m1.png
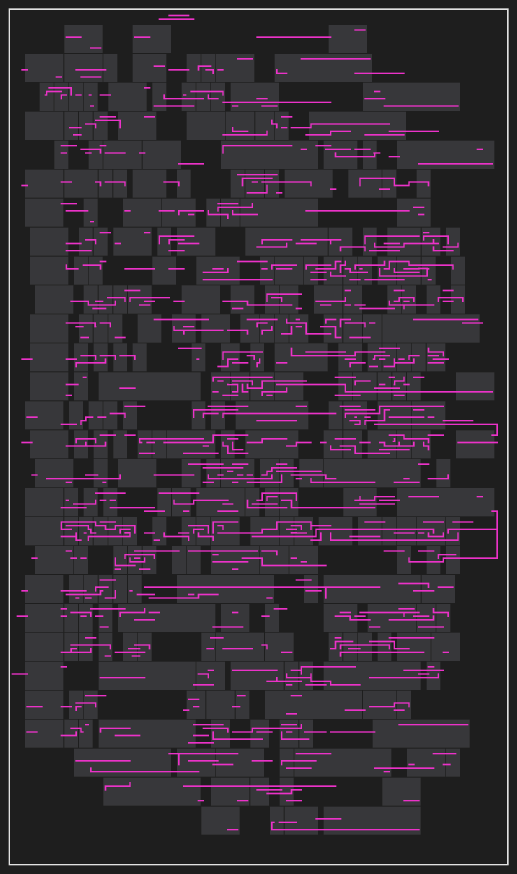
m2.png
The bar under the picture is 10 um long.
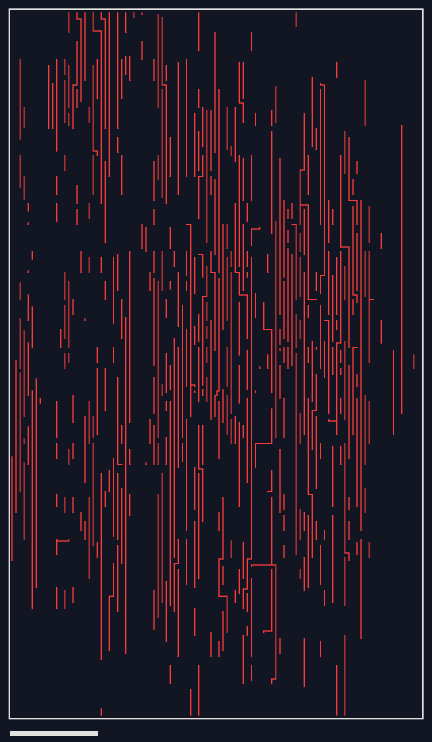
m3.png
The bar under the picture is 10 um long.
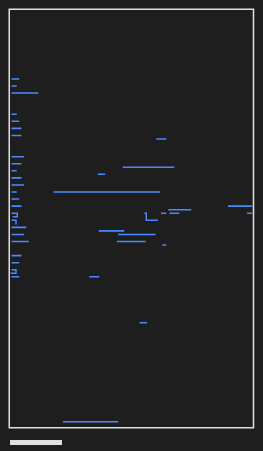
`src/rtl/alarm_ring.sv`:
```
// rtl/alarm_ring.sv - alarm match detector with ring/snooze/stop state machine and gated buzzer tone
//
// Ports:
//   clk           system clock
//   reset         asynchronous, active-high reset
//   sec_en        one-clk pulse per second
//   hour_reg      current hour
//   min_reg       current minute
//   hour_clock    alarm hour
//   min_clock     alarm minute
//   alarm_on      alarm enable level
//   stop_key      one-clk pulse, stop ringing
//   snooze_key    one-clk pulse, snooze
//   buzzer        registered tone output
//   ring_active   high while ringing
//   snooze_active high while snoozing
//   snooze_cnt    snoozes used in the current alarm event

module alarm_ring #(
    parameter int RING_SECONDS   = 60,
    parameter int SNOOZE_SECONDS = 300,
    parameter int MAX_SNOOZE     = 3,
    parameter int TONE_HALF      = 4
) (
    input  logic       clk,
    input  logic       reset,
    input  logic       sec_en,
    input  logic [7:0] hour_reg,
    input  logic [7:0] min_reg,
    input  logic [7:0] hour_clock,
    input  logic [7:0] min_clock,
    input  logic       alarm_on,
    input  logic       stop_key,
    input  logic       snooze_key,
    output logic       buzzer,
    output logic       ring_active,
    output logic       snooze_active,
    output logic [1:0] snooze_cnt
);

    localparam int SEC_MAX = (RING_SECONDS > SNOOZE_SECONDS) ? RING_SECONDS : SNOOZE_SECONDS;
    localparam int SEC_W   = (SEC_MAX > 1) ? $clog2(SEC_MAX) : 1;
    localparam int TONE_W  = (TONE_HALF > 1) ? $clog2(TONE_HALF) : 1;

    localparam logic [SEC_W-1:0]  RING_LAST   = SEC_W'(RING_SECONDS - 1);
    localparam logic [SEC_W-1:0]  SNOOZE_LAST = SEC_W'(SNOOZE_SECONDS - 1);
    localparam logic [TONE_W-1:0] TONE_LAST   = TONE_W'(TONE_HALF - 1);
    localparam logic [1:0]        SNZ_MAX     = 2'(MAX_SNOOZE);

    typedef enum logic [1:0] {
        ST_IDLE   = 2'd0,
        ST_RING   = 2'd1,
        ST_SNOOZE = 2'd2
    } state_t;

    state_t             state, state_n;
    logic [SEC_W-1:0]   sec_cnt, sec_cnt_n;
    logic [TONE_W-1:0]  tone_cnt, tone_cnt_n;
    logic               tone, tone_n;
    logic               beep_phase, beep_phase_n;
    logic [1:0]         snooze_cnt_n;
    logic               match_d;
    logic               match_now;
    logic               trigger;

    // Only a rising edge of the match starts a ring, so a match that
    // persists for the whole minute rings once.
    assign match_now = (hour_reg == hour_clock) && (min_reg == min_clock);
    assign trigger   = match_now & ~match_d & alarm_on;

    always_comb begin
        state_n      = state;
        sec_cnt_n    = sec_cnt;
        tone_cnt_n   = tone_cnt;
        tone_n       = tone;
        beep_phase_n = beep_phase;
        snooze_cnt_n = snooze_cnt;

        if (state == ST_RING) begin
            if (tone_cnt == TONE_LAST) begin
                tone_cnt_n = '0;
                tone_n     = ~tone;
            end else begin
                tone_cnt_n = tone_cnt + TONE_W'(1);
            end
        end

        if (!alarm_on) begin
            state_n      = ST_IDLE;
            snooze_cnt_n = '0;
        end else begin
            unique case (state)
                ST_IDLE: begin
                    if (trigger) begin
                        state_n      = ST_RING;
                        sec_cnt_n    = '0;
                        beep_phase_n = 1'b1;
                        tone_cnt_n   = '0;
                        snooze_cnt_n = '0;
                    end
                end
                ST_RING: begin
                    // Keys outrank the timeout; stop outranks snooze.
                    if (stop_key) begin
                        state_n      = ST_IDLE;
                        snooze_cnt_n = '0;
                    end else if (snooze_key) begin
                        if (snooze_cnt < SNZ_MAX) begin
                            state_n      = ST_SNOOZE;
                            sec_cnt_n    = '0;
                            snooze_cnt_n = snooze_cnt + 2'd1;
                        end else begin
                            state_n      = ST_IDLE;
                            snooze_cnt_n = '0;
                        end
                    end else if (sec_en) begin
                        if (sec_cnt == RING_LAST) begin
                            state_n      = ST_IDLE;
                            snooze_cnt_n = '0;
                        end else begin
                            sec_cnt_n    = sec_cnt + SEC_W'(1);
                            beep_phase_n = ~beep_phase;
                        end
                    end
                end
                ST_SNOOZE: begin
                    if (stop_key) begin
                        state_n      = ST_IDLE;
                        snooze_cnt_n = '0;
                    end else if (sec_en) begin
                        if (sec_cnt == SNOOZE_LAST) begin
                            state_n      = ST_RING;
                            sec_cnt_n    = '0;
                            beep_phase_n = 1'b1;
                            tone_cnt_n   = '0;
                        end else begin
                            sec_cnt_n = sec_cnt + SEC_W'(1);
                        end
                    end
                end
                default: begin
                    state_n      = ST_IDLE;
                    snooze_cnt_n = '0;
                end
            endcase
        end
    end

    always_ff @(posedge clk or posedge reset) begin
        if (reset) begin
            state         <= ST_IDLE;
            sec_cnt       <= '0;
            tone_cnt      <= '0;
            tone          <= 1'b0;
            beep_phase    <= 1'b0;
            snooze_cnt    <= '0;
            // Starts high so that a reset while time and alarm both read
            // 00:00 does not look like a fresh match.
            match_d       <= 1'b1;
            buzzer        <= 1'b0;
            ring_active   <= 1'b0;
            snooze_active <= 1'b0;
        end else begin
            state         <= state_n;
            sec_cnt       <= sec_cnt_n;
            tone_cnt      <= tone_cnt_n;
            tone          <= tone_n;
            beep_phase    <= beep_phase_n;
            snooze_cnt    <= snooze_cnt_n;
            match_d       <= match_now;
            buzzer        <= (state == ST_RING) & beep_phase & tone;
            ring_active   <= (state_n == ST_RING);
            snooze_active <= (state_n == ST_SNOOZE);
        end
    end

endmodule

```
`config.mk`:
```
export PLATFORM = sky130hd
export DESIGN_NAME = alarm_ring
export DESIGN_NICKNAME = d
export VERILOG_FILES = /design/src/rtl/alarm_ring.sv
export SDC_FILE = /design/constraint.sdc
export NUM_CORES = 1
export LEC_CHECK = 0
export ABC_AREA = 1
export ABC_CLOCK_PERIOD_IN_PS = 2100
export CAP_MARGIN = 20
export CORE_ASPECT_RATIO = 1.75
export CORE_UTILIZATION = 49
export CTS_CLUSTER_SIZE = 40
export DETAILED_ROUTE_END_ITERATION = 7
export PLACE_DENSITY = 0.78
export SLEW_MARGIN = 25
export SYNTH_ARGS = -nofsm -noshare
export SYNTH_HDL_FRONTEND = slang
export SYNTH_SLANG_ARGS = --single-unit
```
`constraint.sdc`:
```
create_clock -name clk -period 2.1 [get_ports clk]
set_clock_uncertainty 0.1 [all_clocks]
set_input_delay 0.21 -clock clk [delete_from_list [all_inputs] [get_ports clk]]
set_output_delay 0.21 -clock clk [all_outputs]
set_load 0.005 [all_outputs]
```
==> qor.yml <==
cts:
  clkTransAtPathRegs_ps: 80
  cts_root_buffer: "clkbuf_8"
  clock_path_buffers: 2
  clock_latency_ps: 270
route:
  via_per_inst: 5.03
  ant_nets: 0
  wl_per_cell_um: 11.0
  drtPass1Iterations: 4
  drt-initial-drc-count: 33
worst_setup_path:
  r2r_cells: 9
  end_kind: "register"
  cp.arrival_ps: 1990
  path_common_cell: "nand2_1"
  endpoint: "sec_cnt[3]"
  worstPathRequired_ps: 2160
  crit_path_start_kind: "register"
  reg2reg_slack_ps: 170
  crit_type: "register to register"
sta:
  drv_slew: 0
  finalCritPeriodShare: 0.920
  tightest_slew_ps: 385
  relSlewSlack: 0.743
  min_period_ps: 1930
  timing.final.hold_violations: 0
outcome:
  status: "completed"
logic_synthesis:
  syn_inst: 253
  ys_cells: 253
  top_area_frac: 0.292
  yosysWarnings: 0
  postSynthSeqShare: 0.307
  ys_chip_area_mm2: 0.00171
layout:
  area_delta_synth_final_pct: 34.6
  nFillCells: 323
grt:
  grt_first_pass_wirelength_um: 6470
floorplan:
  core-area_mm2: 0.00336
  fp.dieH_um: 80.2
  dieWidth_um: 46.7
min_path:
  min_path_type: "input port to async pin"
job:
  cap_violations: 0
placement:
  dp_hpwl_um: 3250
  port_buffers: 42
Notes on m1.png above:
316 nets have wire on it. The wires run mostly horizontal. The layer carries 1,350 um of wire. The layer holds 35% of the routed length. The longest straight run is 22.1 um.
M1 GR Usage: 0.206
vias: 1,765
Post-Route WL: 3880 um

Notes on m2.png above:
The wires run mostly vertical. The longest straight run is 38.1 um. 277 nets have wire on it. The layer holds 59% of the routed length.

Notes on m3.png above:
The layer holds 3.1% of the routed length. The layer carries 118 um of wire. 35 nets have wire on it. The longest straight run is 20.2 um.
GR Util met3: 0.0135

[worst max-delay path: cells and delay by family, from the launching register on]
| kind | cells | cell delay [ps] |
|---|---|---|
| simple gates | 5 | 760 |
| fa+ha+maj | 1 | 210 |
| flops | 1 | 390 |
| buf+inv | 1 | 50 |
| compound gates | 2 | 320 |
[placed cells by master, fill, tap and decap left out, types with 2 or more instances in the layout]
| master | instances |
|---|---|
| o21ai_1 | 3 |
| a21oi_1 | 4 |
| nor3_1 | 2 |
| inv_2 | 3 |
| o21ai_0 | 6 |
| xor2_1 | 8 |
| nand3_1 | 17 |
| nand2_1 | 73 |
| buf_4 | 10 |
| o21a_1 | 2 |
| nand3b_1 | 2 |
| inv_1 | 36 |
| nand4_1 | 7 |
| nor2_1 | 33 |
| o21ai_2 | 9 |
| ha_1 | 7 |
| clkinv_1 | 2 |
| dfrtp_1 | 20 |
| nor2_2 | 2 |
| clkdlybuf4s50_1 | 42 |
| clkbuf_8 | 3 |
[timing repair]
item	CTS	global route
setup buffers	0	2
endpoints found under the setup margin	0	1
hold endpoints to repair	0	0
[state kept, by name, indices dropped and copies added, names as in the netlist]
name and count:
buzzer 1, beep_phase 1, state 2, ring_active 1, tone 1, tone_cnt 2
sec_cnt 9, snooze_active 1, match_d 1, snooze_cnt 2
[per-stage QoR]
stage / instances / power (mW) / setup slack (ps) / hold WS [ps] / utilization
2_1_floorplan: 253 / 0.497 / 253 / 85.8 / -
3_3_place_gp: 345 / 0.587 / 163 / 374 / 0.667
3_5_place_dp: 345 / 0.593 / 114 / 388 / 0.667
4_1_cts: 349 / 0.874 / 146 / 122 / 0.682
5_1_grt: 351 / 0.903 / 36.2 / 156 / 0.686
6_report: 351 / 0.863 / 168 / 112 / 0.686
[cell families after synthesis]
group | count (synthesis) | share of synthesized area
buffers and inverters | 45 | 0.106
multiplexers | 1 | 0.00584
XOR/XNOR | 8 | 0.0409
flip-flops | 21 | 0.307
AND-OR/OR-AND | 28 | 0.113
AND/OR/NAND/NOR | 143 | 0.376
adder cells (fa/ha/maj) | 7 | 0.0511
[final cells by class]
class / count / area, um2 / area share
Timing Repair Buffer: 53 / 515 / 0.223
Sequential cell: 21 / 527 / 0.228
Clock buffer: 3 / 41.3 / 0.0179
Inverter: 41 / 154 / 0.0667
Clock inverter: 1 / 7.51 / 0.00325
Tap cell: 45 / 56.3 / 0.0244
Multi-Input combinational cell: 187 / 1010 / 0.436
[worst min path at each step]
stage | start | endpoint | cells past startpoint
floorplan | reset | beep_phase | 1
global placement | beep_phase | beep_phase | 2
detailed placement | beep_phase | beep_phase | 2
CTS | reset | tone | 2
global route | reset | tone | 2
finish | reset | snooze_active | 2
[report_power, final]
part	leakage [nW]	switching (mW)	internal, mW	total, mW
sequential	0.282	0.00669	0.416	0.423
clock	0.0217	0.145	0.134	0.279
combinational	0.853	0.0679	0.0931	0.161
[metal layers]
metal,global-route usage,part of all wire
met4,0.111,0.027
met3,0.0135,0.030
met2,0.482,0.59
met5,0,0
met1,0.206,0.35
Power is estimated from default activity; no workload was simulated.
